$ cat config.mk
export PLATFORM = sky130hd
export DESIGN_NAME = pipeline_stall_ctrl
export DESIGN_NICKNAME = d
export VERILOG_FILES = /design/src/rtl/pipeline_stall_ctrl.sv
export SDC_FILE = /design/constraint.sdc
export NUM_CORES = 1
export LEC_CHECK = 0
export ABC_AREA = 0
export CAP_MARGIN = 40
export CORE_MARGIN = 2
export CORE_UTILIZATION = 51
export CTS_BUF_LIST = sky130_fd_sc_hd__clkbuf_16
export DETAILED_ROUTE_END_ITERATION = 8
export PLACE_DENSITY_LB_ADDON = 0.05
export SLEW_MARGIN = 20
export SYNTH_ARGS = -nofsm -noshare
export SYNTH_HDL_FRONTEND = slang
export SYNTH_SLANG_ARGS = --single-unit
$ cat constraint.sdc
create_clock -name clk -period 2.56 [get_ports clk]
set_input_delay 0.384 -clock clk [delete_from_list [all_inputs] [get_ports clk]]
set_output_delay 0.384 -clock clk [all_outputs]
set_load 0.1 [all_outputs]
$ cat src/rtl/pipeline_stall_ctrl.sv
`default_nettype none
// ============================================================================
// Module      : pipeline_stall_ctrl
// Description : Stall/flush/redirect control for a 5-stage pipeline, with
//               a pending-redirect state and saturating perf counters.
// Revision    : 1.0
// ============================================================================
module pipeline_stall_ctrl (
    input  logic        clk,
    input  logic        rst,
    input  logic        hazard_stall,
    input  logic        ifetch_req,
    input  logic        icache_resp,
    input  logic        dmem_req,
    input  logic        dcache_resp,
    input  logic        br_taken,
    input  logic [15:0] br_target,
    input  logic        stat_clear,
    output logic        load_pc,
    output logic        load_if_id,
    output logic        load_id_ex,
    output logic        load_ex_mem,
    output logic        load_mem_wb,
    output logic        clear_if_id,
    output logic        clear_id_ex,
    output logic        clear_ex_mem,
    output logic        pcmux_sel,
    output logic [15:0] redirect_pc,
    output logic [15:0] stall_count,
    output logic [15:0] flush_count
);

    localparam logic [15:0] C_CNT_MAX = 16'hFFFF;

    typedef enum logic [0:0] {
        ST_RUN  = 1'b0,
        ST_PEND = 1'b1
    } state_t;

    state_t      r_state_q, w_state_d;
    logic [15:0] r_held_target_q, w_held_target_d;
    logic [15:0] r_stall_count_q, w_stall_count_d;
    logic [15:0] r_flush_count_q, w_flush_count_d;
    logic        w_dstall;
    logic        w_istall;
    logic        w_flush;

    assign w_dstall = dmem_req & ~dcache_resp;
    assign w_istall = ifetch_req & ~icache_resp;

    always_comb begin
        load_pc         = 1'b0;
        load_if_id      = 1'b0;
        load_id_ex      = 1'b0;
        load_ex_mem     = 1'b0;
        load_mem_wb     = 1'b0;
        clear_if_id     = 1'b0;
        clear_id_ex     = 1'b0;
        clear_ex_mem    = 1'b0;
        pcmux_sel       = 1'b0;
        w_flush         = 1'b0;
        w_state_d       = r_state_q;
        w_held_target_d = r_held_target_q;

        if (!rst) begin
            case (r_state_q)
                ST_RUN: begin
                    if (w_dstall) begin
                        // whole pipe frozen; a resolved branch waits for the D-cache
                    end else if (br_taken) begin
                        w_flush      = 1'b1;
                        load_if_id   = 1'b1;
                        load_id_ex   = 1'b1;
                        load_ex_mem  = 1'b1;
                        load_mem_wb  = 1'b1;
                        clear_if_id  = 1'b1;
                        clear_id_ex  = 1'b1;
                        clear_ex_mem = 1'b1;
                        if (!w_istall) begin
                            load_pc   = 1'b1;
                            pcmux_sel = 1'b1;
                        end else begin
                            w_held_target_d = br_target;
                            w_state_d       = ST_PEND;
                        end
                    end else if (hazard_stall || w_istall) begin
                        load_id_ex  = 1'b1;
                        clear_id_ex = 1'b1;
                        load_ex_mem = 1'b1;
                        load_mem_wb = 1'b1;
                    end else begin
                        load_pc     = 1'b1;
                        load_if_id  = 1'b1;
                        load_id_ex  = 1'b1;
                        load_ex_mem = 1'b1;
                        load_mem_wb = 1'b1;
                    end
                end
                ST_PEND: begin
                    if (w_dstall) begin
                        // frozen, redirect target retained
                    end else if (w_istall) begin
                        load_id_ex  = 1'b1;
                        clear_id_ex = 1'b1;
                        load_ex_mem = 1'b1;
                        load_mem_wb = 1'b1;
                    end else begin
                        // fetch returned on the wrong path: bubble it and redirect
                        load_pc     = 1'b1;
                        pcmux_sel   = 1'b1;
                        load_if_id  = 1'b1;
                        clear_if_id = 1'b1;
                        load_id_ex  = 1'b1;
                        load_ex_mem = 1'b1;
                        load_mem_wb = 1'b1;
                        w_state_d   = ST_RUN;
                    end
                end
                default: w_state_d = ST_RUN;
            endcase
        end
    end

    assign redirect_pc = (r_state_q == ST_PEND) ? r_held_target_q : br_target;

    always_comb begin
        w_stall_count_d = r_stall_count_q;
        w_flush_count_d = r_flush_count_q;
        if (stat_clear) begin
            w_stall_count_d = 16'h0000;
            w_flush_count_d = 16'h0000;
        end else begin
            if (!load_pc && (r_stall_count_q != C_CNT_MAX)) begin
                w_stall_count_d = r_stall_count_q + 16'h0001;
            end
            if (w_flush && (r_flush_count_q != C_CNT_MAX)) begin
                w_flush_count_d = r_flush_count_q + 16'h0001;
            end
        end
    end

    always_ff @(posedge clk) begin
        if (rst) begin
            r_state_q       <= ST_RUN;
            r_held_target_q <= 16'h0000;
            r_stall_count_q <= 16'h0000;
            r_flush_count_q <= 16'h0000;
        end else begin
            r_state_q       <= w_state_d;
            r_held_target_q <= w_held_target_d;
            r_stall_count_q <= w_stall_count_d;
            r_flush_count_q <= w_flush_count_d;
        end
    end

    assign stall_count = r_stall_count_q;
    assign flush_count = r_flush_count_q;

endmodule
`default_nettype wire

**Run 1: cell classes on the final placement**

Scale bar: 20 µm.
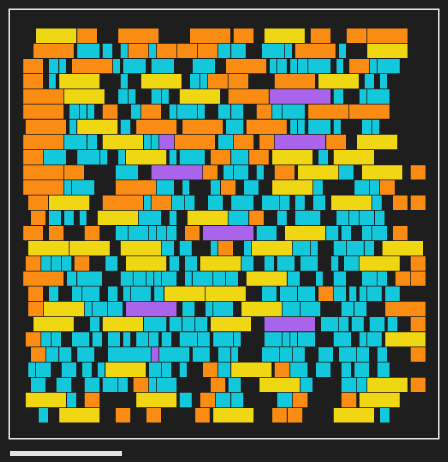
legend:
  clock drivers and dummy loads:
    colour: purple
    cells: 8
    share_of_their_area: 4.3%
  remaining logic cells:
    colour: cyan
    cells: 254
    share_of_their_area: 42%
  remaining buffers and delay cells:
    colour: orange
    cells: 91
    share_of_their_area: 28%
  registers:
    colour: yellow
    cells: 49
    share_of_their_area: 26%

**Run 1: gate families picked out**

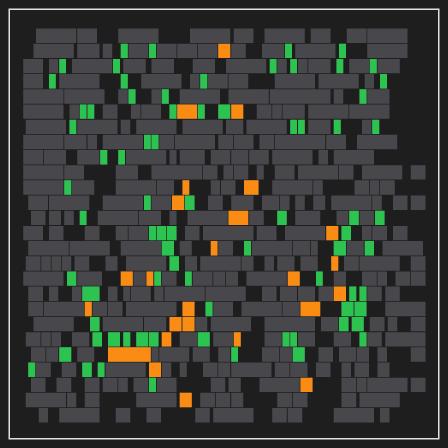
legend:
  nor cells:
    colour: orange
    cells: 25
  nand cells:
    colour: green
    cells: 76
    where: widely spread

==> impl_metrics.env, run 1 <==
# implementation run metrics
export IMPL_timing_critical_path_to="load_pc"
export IMPL_detail_route_wirelength_um=7420
export IMPL_comb_cell_power_uw=513
export IMPL_most_common_layout_cells="49 x nand2_1, 49 x dfxtp_1, 42 x buf_4"
export IMPL_final_critical_path_setup_slack_ps=177
export IMPL_drtAntennaViolNets=0
export IMPL_grt_use_met3_pct=4.71
export IMPL_setup_reg_to_reg_worst_slack_ps=670
export IMPL_postCtsSetupBuffers=0
export IMPL_routed_wl_met3_um=375
export IMPL_edff_count_synth=0
export IMPL_synth_yosys_chip_area_um2=2700
export IMPL_final_min_clock_period_ps=2380
export IMPL_cts_buffers_inserted=5
export IMPL_grt_max_degree=29
export IMPL_ys_async_sr_fraction_pct=0
export IMPL_use_met2_pct=43.9
export IMPL_antenna_found_initial=0
export IMPL_synth_seq_share_pct=36.4
export IMPL_cellPowerDensity_nw_per_um2=523
export IMPL_io_buffers=81
export IMPL_worst_hold_path_num_cells=2
export IMPL_via_count=2852
export IMPL_critical_path_top_delay_family="buffers and inverters"
export IMPL_post_route_period_util_pct=93.1
export IMPL_finalPower_mw=2.05
export IMPL_commonest_cells_in_the_netlist="49 x dfxtp_1, 49 x nand2_1, 39 x a21oi_1, 16 x mux2_2, 15 x nand3_1"
export IMPL_via_density_per_instance=6.04
export IMPL_clock_tree_from_tritoncts="done"
export IMPL_grt_busiest_layer="met2"
export IMPL_r2r_worst_path_cells=5
export IMPL_post_route_cell_area_um2=3920
export IMPL_comb_area_share_pct=40.7
export IMPL_grt_first_pass_wirelength_um=12300
export IMPL_rows=26
export IMPL_yosys_stat_cells=322
export IMPL_grt_total_usage_pct=25.2
export IMPL_nNetsFinal=428
export IMPL_preCtsSetupSlack_ps=191
export IMPL_drt_first_iter_violations=144
export IMPL_drc_errors=0
export IMPL_drv_slew=0
export IMPL_criticalPathCategory="input pin to primary output"
export IMPL_cts_path_max_buffers=2
export IMPL_power_net_switching_uw=635
export IMPL_synth_nets=349
export IMPL_die_x_um=76.7
export IMPL_path_buffers=3
export IMPL_n_antenna_cell=0
export IMPL_mux_share_pct=8.54
export IMPL_first_pass_iters=4
export IMPL_n_multi_input_combinational_cell=247
export IMPL_start_kind="input pin"
export IMPL_worst_hold_startpoint="r_held_target_q[6]$_SDFFE_PP0P_"
export IMPL_setup_violations_final=0
export IMPL_timing_critical_path_to_type="primary output"
export IMPL_whs_ps=455
export IMPL_proportion_of_layout_cells_with_a_drive_suffix_above_1_pct=25.4
export IMPL_timing_critical_path_arrival_ps=2000
export IMPL_ios=82
export IMPL_synth_cellmix_adderShare_pct=0.929
export IMPL_register_area_um2=981
export IMPL_finalClockSkew_ps=3.42
export IMPL_yosysWarningCount=0
export IMPL_total_congestion_overflow_after_global_routing=0
export IMPL_post_detailed_placement_cell_area_um2=3750
export IMPL_min_delay_worst_endpoint="r_held_target_q[6]$_SDFFE_PP0P_"
export IMPL_xor_area_share_pct=0
export IMPL_chipArea_um2=5880
export IMPL_grt_setup_unrepaired="no"
export IMPL_maxCapViolCount=0
export IMPL_warnings=26
export IMPL_maxUsedRoutingLayer="met4"
export IMPL_ys_dominant_reg_cell="dfxtp_1"
export IMPL_r2r_end="stall_count[8]$_SDFFE_PP0P_"
export IMPL_synthesis_area_um2=2700
export IMPL_clock_power_uw=756
export IMPL_worst_path_max_fanout=28
export IMPL_fillerInstances=388
export IMPL_layout_cells_non_filler=472
export IMPL_cts_root_buf="clkbuf_16"
export IMPL_htree_num_levels=2
export IMPL_proportion_of_power_drawn_by_the_clock_network_pct=36.9
export IMPL_synth_simple_gate_area_share_pct=29.1
export IMPL_fp_coreArea_um2=5110
export IMPL_run_status="finished, final reports clean"
export IMPL_n_clock_buffer=5
export IMPL_topCombFamilyByArea="simple AND/OR/NAND/NOR gates"
export IMPL_nNonClkInverters=7
export IMPL_achievable_frequency_mhz=420
export IMPL_gp_routability_congestion=0.853
export IMPL_dp_hpwl_um=5280
export IMPL_groute_layer_met1_usage_pct=30.6
export IMPL_sw_frac_of_total_pct=31.0
export IMPL_timing_critical_path_depth=5
export IMPL_area_share_clock_buf_inv_pct=4.25
export IMPL_postCtsResizedCells=0
export IMPL_synth_compound_area_share_pct=20.0
export IMPL_worstPathRequired_ps=2180
export IMPL_critical_path_max_stage_delay_ps=590
export IMPL_clkTransAtPathRegs_ps=60
export IMPL_final_comb_area_um2=1600
export IMPL_timing_hold_violations_final=0
export IMPL_worst_setup_path_startpoint="br_taken"
export IMPL_nonClockBufferCount=91
export IMPL_static_leakage_power_nw=1.43
export IMPL_count_of_distinct_cell_types_in_the_synthesized_netlist=49
export IMPL_numPlacedInstances=464
export IMPL_routedLengthMet1_um=3140
export IMPL_relSlewSlack_pct=57.1
export IMPL_synth_ff_latch_count=49
export IMPL_floorplan_core_util_pct=52.8
export IMPL_route_detailed_wl_per_inst_um=15.7
export IMPL_synth_top_cells_by_area="dfxtp_1 36%, a21oi_1 7.2%, nand2_1 6.8%"
export IMPL_vias_in_the_first_global_route=2701
export IMPL_power_sequential_fraction_pct=38.1
export IMPL_clock_sink_count=49
export IMPL_tightest_slew_ps=639
export IMPL_insertion_delay_ps=290
export IMPL_non_clock_buffers_area_share_pct=27.0
export IMPL_cts_hold_buffers=0
export IMPL_avgSynthCellArea_um2=8.37
export IMPL_vdd_drop_max_uv=405
export IMPL_comb_power_share_pct=25.0
export IMPL_synth_top_cell_area_share_pct=36.4
export IMPL_top_area_cell_class="multi-input combinational cells"
export IMPL_int_pwr_mw=1.42
export IMPL_met2_wirelength_um=3720
export IMPL_layout_area_overhead_vs_synth_pct=45.4
export IMPL_seq_power_uw=781
export IMPL_area_share_sequential_pct=25.0
export IMPL_worstHoldPathType="register to register"
export IMPL_critPathSlowestCell="clkdlybuf4s50_1"
export IMPL_synthesis_instances=322
export IMPL_die_h_um=76.7
export IMPL_design_seq_count=49
export IMPL_utilization_pct=76.7
export IMPL_final_setup_tns_ps=0
**Run 1: routed metal per tile**

Scale bar: 20 µm. The die is cut into 15 by 15 equal tiles; black is low, pale yellow is high, scaled to the fullest tile. Values are wire area over tile area, all layers added.
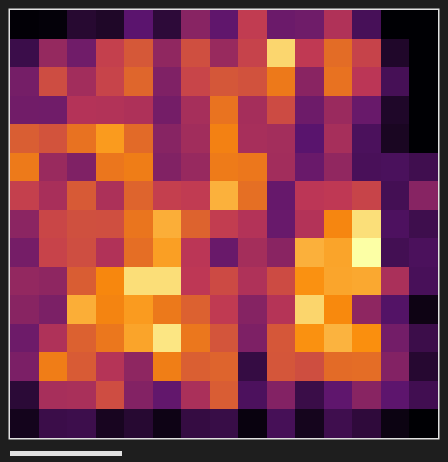
mean over tiles: 0.20
nearly empty tiles: 4.0%
tiles over half the peak: 41%
fullest tile: 0.46

==> run 2: changes to the inputs <==
- CORE_UTILIZATION: 51 -> 47
- clock period: 2.56 -> 2.7 ns (I/O delays scaled with it)
**Run 2: routing congestion map**

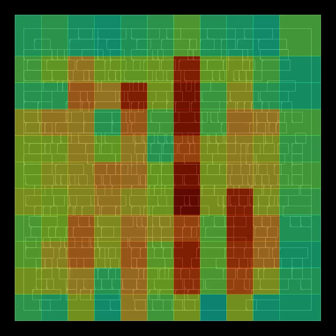
met3 usage: 7.24%
drt wl/cell: 16.0 µm
Final Core Density: 70.1%
layer with the highest usage after global routing: met2

**Run 2: routed metal per tile**

Scale bar: 20 µm. The die is cut into 16 by 16 equal tiles; black is low, pale yellow is high, scaled to the fullest tile. Values are wire area over tile area, all layers added.
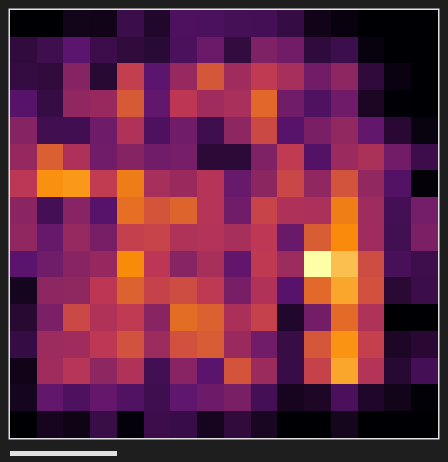
tiles over half the peak: 20%
mean over tiles: 0.19
nearly empty tiles: 8.2%
fullest tile: 0.60
emptiest ninth of the die: top right

**Run 2: cell classes on the final placement**

Scale bar: 20 µm.
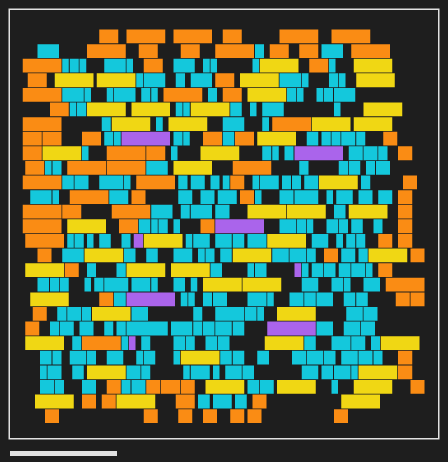
legend:
  remaining logic cells:
    colour: cyan
    cells: 254
    share_of_their_area: 43%
  registers:
    colour: yellow
    cells: 49
    share_of_their_area: 26%
  remaining buffers and delay cells:
    colour: orange
    cells: 87
    share_of_their_area: 27%
  clock drivers and dummy loads:
    colour: purple
    cells: 8
    share_of_their_area: 3.7%

==> run 2 against run 1 <==
Effect of this change:
- clock skew up 0.79 ps
- area after synthesis unchanged
- die size up 8.1%
- utilization down 6.7 points
- critical path depth unchanged
- cell area down 1.5%
- first-iteration DRC count down 16%
- routed wire length up 1.4%
==> impl_metrics.env, run 2 <==
# implementation run metrics
export IMPL_run_status="finished, final reports clean"
export IMPL_timing_critical_path_depth=5
export IMPL_worst_hold_path_num_cells=2
export IMPL_worst_hold_startpoint="r_held_target_q[7]$_SDFFE_PP0P_"
export IMPL_worst_setup_path_startpoint="br_taken"
export IMPL_grt_first_pass_wirelength_um=11800
export IMPL_floorplan_core_util_pct=48.9
export IMPL_proportion_of_layout_cells_with_a_drive_suffix_above_1_pct=24.1
export IMPL_chipArea_um2=6360
export IMPL_sw_frac_of_total_pct=32.2
export IMPL_warnings=26
export IMPL_register_area_um2=981
export IMPL_most_common_layout_cells="49 x nand2_1, 49 x dfxtp_1, 38 x a21oi_1, 38 x buf_4, 25 x buf_12"
export IMPL_r2r_end="flush_count[1]$_SDFFE_PP0P_"
export IMPL_critical_path_max_stage_delay_ps=610
export IMPL_nonClockBufferCount=87
export IMPL_final_setup_tns_ps=0
export IMPL_critPathSlowestCell="clkdlybuf4s50_1"
export IMPL_detail_route_wirelength_um=7520
export IMPL_worst_path_max_fanout=28
export IMPL_timing_hold_violations_final=0
export IMPL_edff_count_synth=0
export IMPL_dp_hpwl_um=5420
export IMPL_comb_power_share_pct=26.5
export IMPL_criticalPathCategory="input pin to primary output"
export IMPL_n_multi_input_combinational_cell=247
export IMPL_maxCapViolCount=0
export IMPL_fp_coreArea_um2=5510
export IMPL_power_sequential_fraction_pct=40.4
export IMPL_vdd_drop_max_uv=327
export IMPL_routedLengthMet1_um=3240
export IMPL_critical_path_top_delay_family="buffers and inverters"
export IMPL_final_critical_path_setup_slack_ps=253
export IMPL_grt_total_usage_pct=23.6
export IMPL_clock_power_uw=605
export IMPL_start_kind="input pin"
export IMPL_n_antenna_cell=0
export IMPL_power_net_switching_uw=588
export IMPL_total_congestion_overflow_after_global_routing=0
export IMPL_design_seq_count=49
export IMPL_synth_yosys_chip_area_um2=2700
export IMPL_synth_compound_area_share_pct=20.0
export IMPL_cts_root_buf="clkbuf_16"
export IMPL_cellPowerDensity_nw_per_um2=474
export IMPL_timing_critical_path_arrival_ps=2040
export IMPL_worstPathRequired_ps=2300
export IMPL_count_of_distinct_cell_types_in_the_synthesized_netlist=49
export IMPL_drt_first_iter_violations=121
export IMPL_setup_violations_final=0
export IMPL_finalPower_mw=1.83
export IMPL_commonest_cells_in_the_netlist="49 x dfxtp_1, 49 x nand2_1, 39 x a21oi_1, 16 x mux2_2, 15 x nand3_1"
export IMPL_nNonClkInverters=7
export IMPL_comb_cell_power_uw=485
export IMPL_non_clock_buffers_area_share_pct=26.6
export IMPL_synth_top_cell_area_share_pct=36.4
export IMPL_yosys_stat_cells=322
export IMPL_post_route_cell_area_um2=3860
export IMPL_timing_critical_path_to="load_pc"
export IMPL_clock_sink_count=49
export IMPL_achievable_frequency_mhz=409
export IMPL_finalClockSkew_ps=4.21
export IMPL_timing_critical_path_to_type="primary output"
export IMPL_layout_cells_non_filler=470
export IMPL_cts_path_max_buffers=2
export IMPL_seq_power_uw=739
export IMPL_via_density_per_instance=6.09
export IMPL_maxUsedRoutingLayer="met4"
export IMPL_min_delay_worst_endpoint="r_held_target_q[7]$_SDFFE_PP0P_"
export IMPL_xor_area_share_pct=0
export IMPL_routed_wl_met3_um=476
export IMPL_synthesis_area_um2=2700
export IMPL_area_share_sequential_pct=25.4
export IMPL_preCtsSetupSlack_ps=262
export IMPL_die_x_um=79.7
export IMPL_synthesis_instances=322
==> run 3: changes to the inputs <==
- clock period: 2.7 -> 2.6 ns (I/O delays scaled with it)
**Run 3: cell classes on the final placement**

Scale bar: 20 µm.
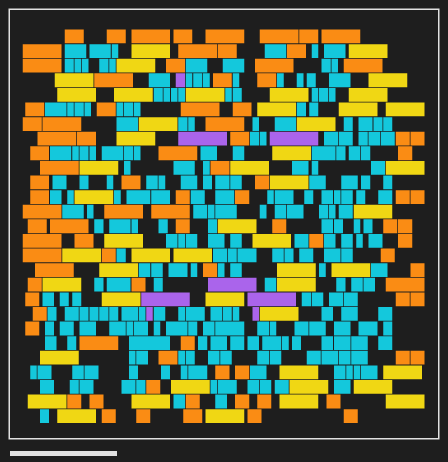
legend:
  remaining logic cells:
    colour: cyan
    cells: 254
    share_of_their_area: 43%
  remaining buffers and delay cells:
    colour: orange
    cells: 90
    share_of_their_area: 28%
  registers:
    colour: yellow
    cells: 49
    share_of_their_area: 26%
  clock drivers and dummy loads:
    colour: purple
    cells: 8
    share_of_their_area: 3.6%

**Run 3: signal wires by layer**

Scale bar: 20 µm. Only two layers are drawn.
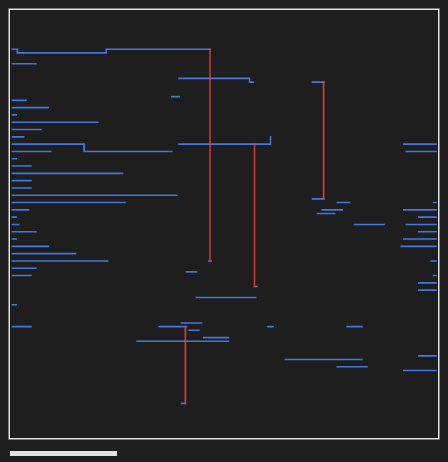
legend:
  M4:
    colour: red
    wire_length: 102 µm
  M3:
    colour: blue
    wire_length: 437 µm

**Run 3: routing congestion map**

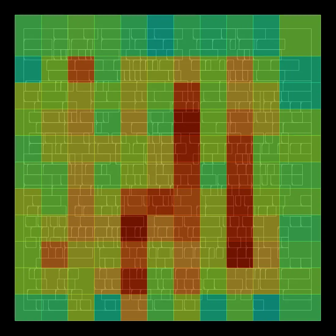
met3 usage: 6.22%
overall routing resource usage: 24.5%
drt wl/cell: 16.0 µm
fraction of met1 tracks used by global routing: 30.7%
met2 track utilization from global routing: 40.7%

==> run 3 against run 2 <==
Effect of this change:
- sequential cell count did not move
- register-to-register slack got worse by 130 ps
- combinational power rose by 4.3%
- sequential share of layout area fell by 0.17 points
- critical path type unchanged
- cell area rose by 0.68%
- highest routed layer unchanged
- critical endpoint unchanged
- clock skew rose by 1.3 ps
==> impl_metrics.env, run 3 <==
# implementation run metrics
export IMPL_layout_cells_non_filler=473
export IMPL_xor_area_share_pct=0
export IMPL_achievable_frequency_mhz=420
export IMPL_cts_buffers_inserted=5
export IMPL_synth_top_cells_by_area="dfxtp_1 36%, a21oi_1 7.2%, nand2_1 6.8%"
export IMPL_synth_yosys_chip_area_um2=2700
export IMPL_setup_reg_to_reg_worst_slack_ps=660
export IMPL_seq_power_uw=768
export IMPL_die_x_um=79.7
export IMPL_dp_hpwl_um=5400
export IMPL_cts_root_buf="clkbuf_16"
export IMPL_timing_critical_path_arrival_ps=1990
export IMPL_start_kind="input pin"
export IMPL_post_route_cell_area_um2=3880
export IMPL_worst_setup_path_startpoint="br_taken"
export IMPL_preCtsSetupSlack_ps=227
export IMPL_nonClockBufferCount=90
export IMPL_synthesis_area_um2=2700
export IMPL_final_critical_path_setup_slack_ps=217
export IMPL_design_seq_count=49
export IMPL_comb_power_share_pct=26.7
export IMPL_edff_count_synth=0
export IMPL_criticalPathCategory="input pin to primary output"
export IMPL_critical_path_top_delay_family="buffers and inverters"
export IMPL_vdd_drop_max_uv=412
export IMPL_setup_violations_final=0
export IMPL_synth_ff_latch_count=49
export IMPL_routed_wl_met3_um=436
export IMPL_run_status="finished, final reports clean"
export IMPL_warnings=26
export IMPL_yosys_stat_cells=322
export IMPL_critPathSlowestCell="clkdlybuf4s50_1"
export IMPL_count_of_distinct_cell_types_in_the_synthesized_netlist=49
export IMPL_timing_critical_path_to_type="primary output"
export IMPL_utilization_pct=70.5
export IMPL_tightest_slew_ps=667
export IMPL_area_share_sequential_pct=25.3
export IMPL_worst_path_max_fanout=28
export IMPL_routedLengthMet1_um=3300
export IMPL_sw_frac_of_total_pct=31.8
export IMPL_drt_first_iter_violations=140
export IMPL_proportion_of_layout_cells_with_a_drive_suffix_above_1_pct=24.9
export IMPL_timing_hold_violations_final=0
export IMPL_n_antenna_cell=0
export IMPL_grt_first_pass_wirelength_um=12400
export IMPL_r2r_end="flush_count[0]$_SDFFE_PP0P_"
export IMPL_n_multi_input_combinational_cell=247
export IMPL_most_common_layout_cells="49 x nand2_1, 49 x dfxtp_1, 41 x buf_4"
export IMPL_grt_busiest_layer="met2"
export IMPL_synth_compound_area_share_pct=20.0
export IMPL_final_setup_tns_ps=0
export IMPL_synthesis_instances=322
export IMPL_r2r_worst_path_cells=4
export IMPL_clock_sink_count=49
export IMPL_register_area_um2=981
export IMPL_critical_path_max_stage_delay_ps=570
export IMPL_final_min_clock_period_ps=2380
export IMPL_detail_route_wirelength_um=7560
export IMPL_finalPower_mw=1.89
export IMPL_cellPowerDensity_nw_per_um2=488
export IMPL_maxCapViolCount=0
export IMPL_min_delay_worst_endpoint="r_held_target_q[2]$_SDFFE_PP0P_"
export IMPL_power_net_switching_uw=602
export IMPL_power_sequential_fraction_pct=40.6
export IMPL_chipArea_um2=6360
export IMPL_timing_critical_path_depth=5
export IMPL_floorplan_core_util_pct=48.9
export IMPL_non_clock_buffers_area_share_pct=27.0
export IMPL_comb_cell_power_uw=506
export IMPL_finalClockSkew_ps=5.48
export IMPL_via_density_per_instance=5.90
export IMPL_synth_area_leader_cell="dfxtp_1"
export IMPL_worstPathRequired_ps=2210
export IMPL_total_congestion_overflow_after_global_routing=0
export IMPL_worst_hold_path_num_cells=2
export IMPL_timing_critical_path_to="load_pc"
export IMPL_synth_top_cell_area_share_pct=36.4
export IMPL_nNonClkInverters=7
Power figures rest on the tool's default switching activity, not on a simulated workload.
